`src/rtl/add_seq_ctrl.sv`:
```
// Wide add/subtract sequencer: one WIDTH-bit ripple adder is reused once per
// chunk, LSB chunk first, with operand/result shift registers and a carry flop.

module add #(
  parameter int WIDTH = 4
) (
  input  logic [WIDTH-1:0] a,
  input  logic [WIDTH-1:0] b,
  input  logic             cin,
  output logic [WIDTH-1:0] s,
  output logic             cout
);
  logic [WIDTH:0] c;

  assign c[0] = cin;

  for (genvar i = 0; i < WIDTH; i++) begin : g_bit
    assign s[i]   = a[i] ^ b[i] ^ c[i];
    assign c[i+1] = (a[i] & b[i]) | (c[i] & (a[i] ^ b[i]));
  end

  assign cout = c[WIDTH];
endmodule

module add_seq_ctrl #(
  parameter int WIDTH = 4,
  parameter int WORDS = 4,
  localparam int N    = WIDTH * WORDS
) (
  input  logic         clk,
  input  logic         rst_n,
  input  logic         in_valid,
  output logic         in_ready,
  input  logic [N-1:0] in_a,
  input  logic [N-1:0] in_b,
  input  logic         in_sub,
  output logic         out_valid,
  input  logic         out_ready,
  output logic [N-1:0] out_s,
  output logic         out_cout,
  output logic         out_ovf,
  output logic         out_zero
);
  localparam int CW = (WORDS > 1) ? $clog2(WORDS) : 1;
  localparam logic [CW-1:0] LAST = CW'(WORDS - 1);

  typedef enum logic [1:0] {IDLE, RUN, DONE} state_t;

  state_t         state_q, state_d;
  logic [N-1:0]   a_q, a_d;
  logic [N-1:0]   b_q, b_d;
  logic [N-1:0]   res_q, res_d;
  logic           carry_q, carry_d;
  logic [CW-1:0]  cnt_q, cnt_d;
  logic           a_msb_q, a_msb_d;
  logic           b_msb_q, b_msb_d;
  logic           in_ready_q, in_ready_d;
  logic           out_valid_q, out_valid_d;
  logic [N-1:0]   out_s_q, out_s_d;
  logic           out_cout_q, out_cout_d;
  logic           out_ovf_q, out_ovf_d;
  logic           out_zero_q, out_zero_d;

  logic [N-1:0]       b_eff;
  logic [WIDTH-1:0]   sum;
  logic               sum_cout;
  logic [N+WIDTH-1:0] res_ext;
  logic [N-1:0]       res_shift;

  // Operands shift right so the active chunk is always at the bottom.
  add #(.WIDTH(WIDTH)) u_add (
    .a   (a_q[WIDTH-1:0]),
    .b   (b_q[WIDTH-1:0]),
    .cin (carry_q),
    .s   (sum),
    .cout(sum_cout)
  );

  assign b_eff     = in_sub ? ~in_b : in_b;
  // New sum chunk enters at the top; after WORDS shifts chunk 0 sits at the LSB.
  assign res_ext   = {sum, res_q};
  assign res_shift = res_ext[N+WIDTH-1:WIDTH];

  always_comb begin
    state_d     = state_q;
    a_d         = a_q;
    b_d         = b_q;
    res_d       = res_q;
    carry_d     = carry_q;
    cnt_d       = cnt_q;
    a_msb_d     = a_msb_q;
    b_msb_d     = b_msb_q;
    in_ready_d  = in_ready_q;
    out_valid_d = out_valid_q;
    out_s_d     = out_s_q;
    out_cout_d  = out_cout_q;
    out_ovf_d   = out_ovf_q;
    out_zero_d  = out_zero_q;

    case (state_q)
      IDLE: begin
        if (in_valid && in_ready_q) begin
          a_d        = in_a;
          b_d        = b_eff;
          carry_d    = in_sub;
          cnt_d      = '0;
          a_msb_d    = in_a[N-1];
          b_msb_d    = b_eff[N-1];
          in_ready_d = 1'b0;
          state_d    = RUN;
        end
      end
      RUN: begin
        a_d     = a_q >> WIDTH;
        b_d     = b_q >> WIDTH;
        res_d   = res_shift;
        carry_d = sum_cout;
        cnt_d   = cnt_q + CW'(1);
        if (cnt_q == LAST) begin
          cnt_d       = '0;
          out_valid_d = 1'b1;
          out_s_d     = res_shift;
          out_cout_d  = sum_cout;
          out_ovf_d   = (a_msb_q == b_msb_q) && (res_shift[N-1] != a_msb_q);
          out_zero_d  = (res_shift == '0);
          state_d     = DONE;
        end
      end
      DONE: begin
        if (out_ready) begin
          out_valid_d = 1'b0;
          in_ready_d  = 1'b1;
          state_d     = IDLE;
        end
      end
      default: begin
        out_valid_d = 1'b0;
        in_ready_d  = 1'b1;
        state_d     = IDLE;
      end
    endcase
  end

  always_ff @(posedge clk) begin
    if (!rst_n) begin
      state_q     <= IDLE;
      a_q         <= '0;
      b_q         <= '0;
      res_q       <= '0;
      carry_q     <= 1'b0;
      cnt_q       <= '0;
      a_msb_q     <= 1'b0;
      b_msb_q     <= 1'b0;
      in_ready_q  <= 1'b1;
      out_valid_q <= 1'b0;
      out_s_q     <= '0;
      out_cout_q  <= 1'b0;
      out_ovf_q   <= 1'b0;
      out_zero_q  <= 1'b0;
    end else begin
      state_q     <= state_d;
      a_q         <= a_d;
      b_q         <= b_d;
      res_q       <= res_d;
      carry_q     <= carry_d;
      cnt_q       <= cnt_d;
      a_msb_q     <= a_msb_d;
      b_msb_q     <= b_msb_d;
      in_ready_q  <= in_ready_d;
      out_valid_q <= out_valid_d;
      out_s_q     <= out_s_d;
      out_cout_q  <= out_cout_d;
      out_ovf_q   <= out_ovf_d;
      out_zero_q  <= out_zero_d;
    end
  end

  assign in_ready  = in_ready_q;
  assign out_valid = out_valid_q;
  assign out_s     = out_s_q;
  assign out_cout  = out_cout_q;
  assign out_ovf   = out_ovf_q;
  assign out_zero  = out_zero_q;
endmodule

```
`config.mk`:
```
export PLATFORM = sky130hd
export DESIGN_NAME = add_seq_ctrl
export DESIGN_NICKNAME = d
export VERILOG_FILES = /design/src/rtl/add_seq_ctrl.sv
export SDC_FILE = /design/constraint.sdc
export NUM_CORES = 1
export LEC_CHECK = 0
export CORE_UTILIZATION = 30
export CTS_CLUSTER_SIZE = 30
export DETAILED_ROUTE_END_ITERATION = 10
export HOLD_SLACK_MARGIN = 0.05
export SLEW_MARGIN = 20
export SYNTH_ARGS = -nofsm -noshare
export SYNTH_HDL_FRONTEND = slang
export SYNTH_SLANG_ARGS = --single-unit
```
`constraint.sdc`:
```
create_clock -name clk -period 6.4 [get_ports clk]
set_input_delay 1.6 -clock clk [delete_from_list [all_inputs] [get_ports clk]]
set_output_delay 1.6 -clock clk [all_outputs]
set_load 0.02 [all_outputs]
```
### Local utilization

(2 px per um) The die is cut into 11 by 11 equal tiles; dark purple is low, yellow is high, 0 to 100% covered.
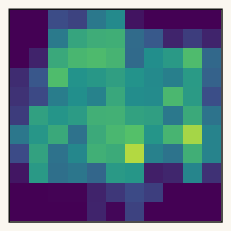
- nearly empty tiles: 21%
- densest ninth of the die: center
- fullest tile: 88%
- mean over tiles: 34%
final core utilization: 38.6%
Core Footprint: 10400 um^2
floorplan-stage core utilization: 31.0%

### Selected gate families

(4 px per um)
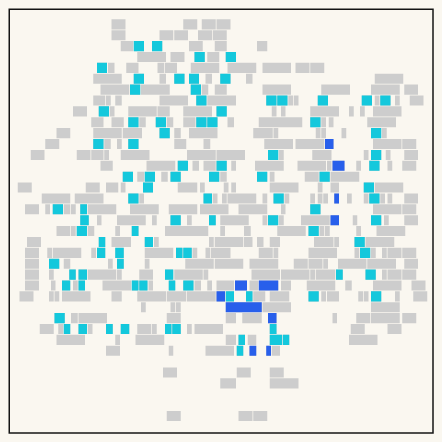
- cyan: aoi and oai cells (cells 93)
- blue: nor cells (cells 11)
Commonest Layout Cell: sky130_fd_sc_hd__nand2_1
multi-input logic portion of the cell area: 38.9%
final std cells w/o fill: 546

==> worst paths after layout <==
check                        start                     to  slack [ns]  cells after the start
min reg2reg  out_s[1]$_SDFFE_PN0P_  out_s[1]$_SDFFE_PN0P_        0.45                      2
max reg2reg    a_q[0]$_SDFFE_PN0P_   out_ovf$_SDFFE_PN0P_        3.86                     10
max          in_ready$_SDFFE_PN1P_               in_ready        3.41                      1
min          out_s[1]$_SDFFE_PN0P_  out_s[1]$_SDFFE_PN0P_        0.45                      2
==> power by group <==
part	switching, W	internal (W)
clock	0.000168	0.000229
sequential	0.0000181	0.000473
combinational	0.0000751	0.0000634
==> final cells by class <==
class                   instances  area, um^2
repair buffers                 59         583
flip-flops and latches         72        1440
clock buffers                  11         141
multi-input cells             255        1560
fillers                      1106        6360
well taps                     136         170
clock inverters                 5        80.1
inverters                       8        30.0
==> registers in the layout, indices dropped and copies added, names as in the netlist <==
name / flops
a_msb_q: 1
cnt_q: 2
in_ready: 1
b_q: 16
state_q: 2
out_ovf: 1
carry_q: 1
out_cout: 1
out_valid: 1
b_msb_q: 1
a_q: 16
out_s: 16
res_q: 12
out_zero: 1
==> synthesized netlist by cell type (all sizes together), types with 2 or more instances <==
| cell | instances | area share (%) |
|---|---|---|
| nand2 | 90 | 10 |
| dfxtp | 72 | 45 |
| a21boi | 47 | 11 |
| nand3 | 24 | 3.7 |
| buf | 21 | 4.9 |
| o21ai | 16 | 2.5 |
| xor2 | 16 | 4.4 |
| a31oi | 14 | 2.7 |
| a22oi | 12 | 2.8 |
| clkbuf | 12 | 1.4 |
| inv | 8 | 0.93 |
| o211a | 6 | 1.9 |
| fa | 4 | 2.5 |
| a21oi | 3 | 0.47 |
| nor2b | 3 | 0.58 |
| and2 | 2 | 0.39 |
| nand2b | 2 | 0.39 |
| nor2 | 2 | 0.23 |
| nor4 | 2 | 0.39 |
| nor4b | 2 | 0.54 |
==> metal layers <==
metal  global-route usage [%]  vias up
li1                         -     1326
met2                     22.5       58
met5                        0        -
met1                     16.4     1192
met3                     4.14       13
met4                     4.76        0
==> metrics by stage <==
stage	utilization, %	hold slack, ns	worst slack (ns)	instances
6_report	38.6	0.455	3.41	546
5_1_grt	38.6	0.482	3.34	546
4_1_cts	38.5	0.461	3.40	546
3_5_place_dp	36.4	0.450	3.12	530
3_3_place_gp	36.4	0.442	3.15	530
2_1_floorplan	-	0.439	3.96	368
==> worst min-delay path: stages (launching register included) <==
cell and delay (ns):
sky130_fd_sc_hd__dfxtp_1 0.31, sky130_fd_sc_hd__nand2_1 0.05, sky130_fd_sc_hd__a21boi_1 0.05
==> cell families after synthesis <==
family | Yosys count | share of synthesized area [%]
adders and majority gates | 5 | 2.88
DFF | 72 | 44.8
buffers and inverters | 41 | 7.23
xor gates and xnor gates | 16 | 4.35
AOI/OAI and AO/OA | 99 | 21.6
and+or+nand+nor | 135 | 19.2
==> impl_metrics.json <==
{
  "run_status": "complete, no violations",
  "total_leakage_power_nw": 1.44,
  "power_per_cell_area_nw_per_um2": 256,
  "cpLargestDelayFamily": "buffers and inverters",
  "cts_buffers": 9,
  "grt_max_degree": 74,
  "top_cells_excl_fill_tap": "sky130_fd_sc_hd__nand2_1, sky130_fd_sc_hd__dfxtp_1, sky130_fd_sc_hd__clkdlybuf4s50_1, sky130_fd_sc_hd__a21boi_0, sky130_fd_sc_hd__nand3_1",
  "drt-vias-per-instance": 4.74,
  "cts-hold-fix-buffers": 0,
  "topRoutingLayerUsed": "met4",
  "clock_tree.root_cell": "sky130_fd_sc_hd__clkbuf_8",
  "fp_nets": 410,
  "cts-root-to-sink-buffers": 2,
  "warnings": 26,
  "cp.required_ns": 4.80,
  "synth-seq-area-share_pct": 44.8,
  "detailroute.wirelength.met2_um": 3300,
  "drt_first_iter_violations": 145,
  "met3WireLength_um": 304,
  "clk_pin_slew_worst_paths_ns": 0.07,
  "synth_area_um2": 3220,
  "wl_met1_um": 3370,
  "vdd.ir_drop.worst_mv": 0.110,
  "cts.htree.levels": 3,
  "finClkSkew_ns": 0.00668
}
Power figures rest on the tool's default switching activity, not on a simulated workload.
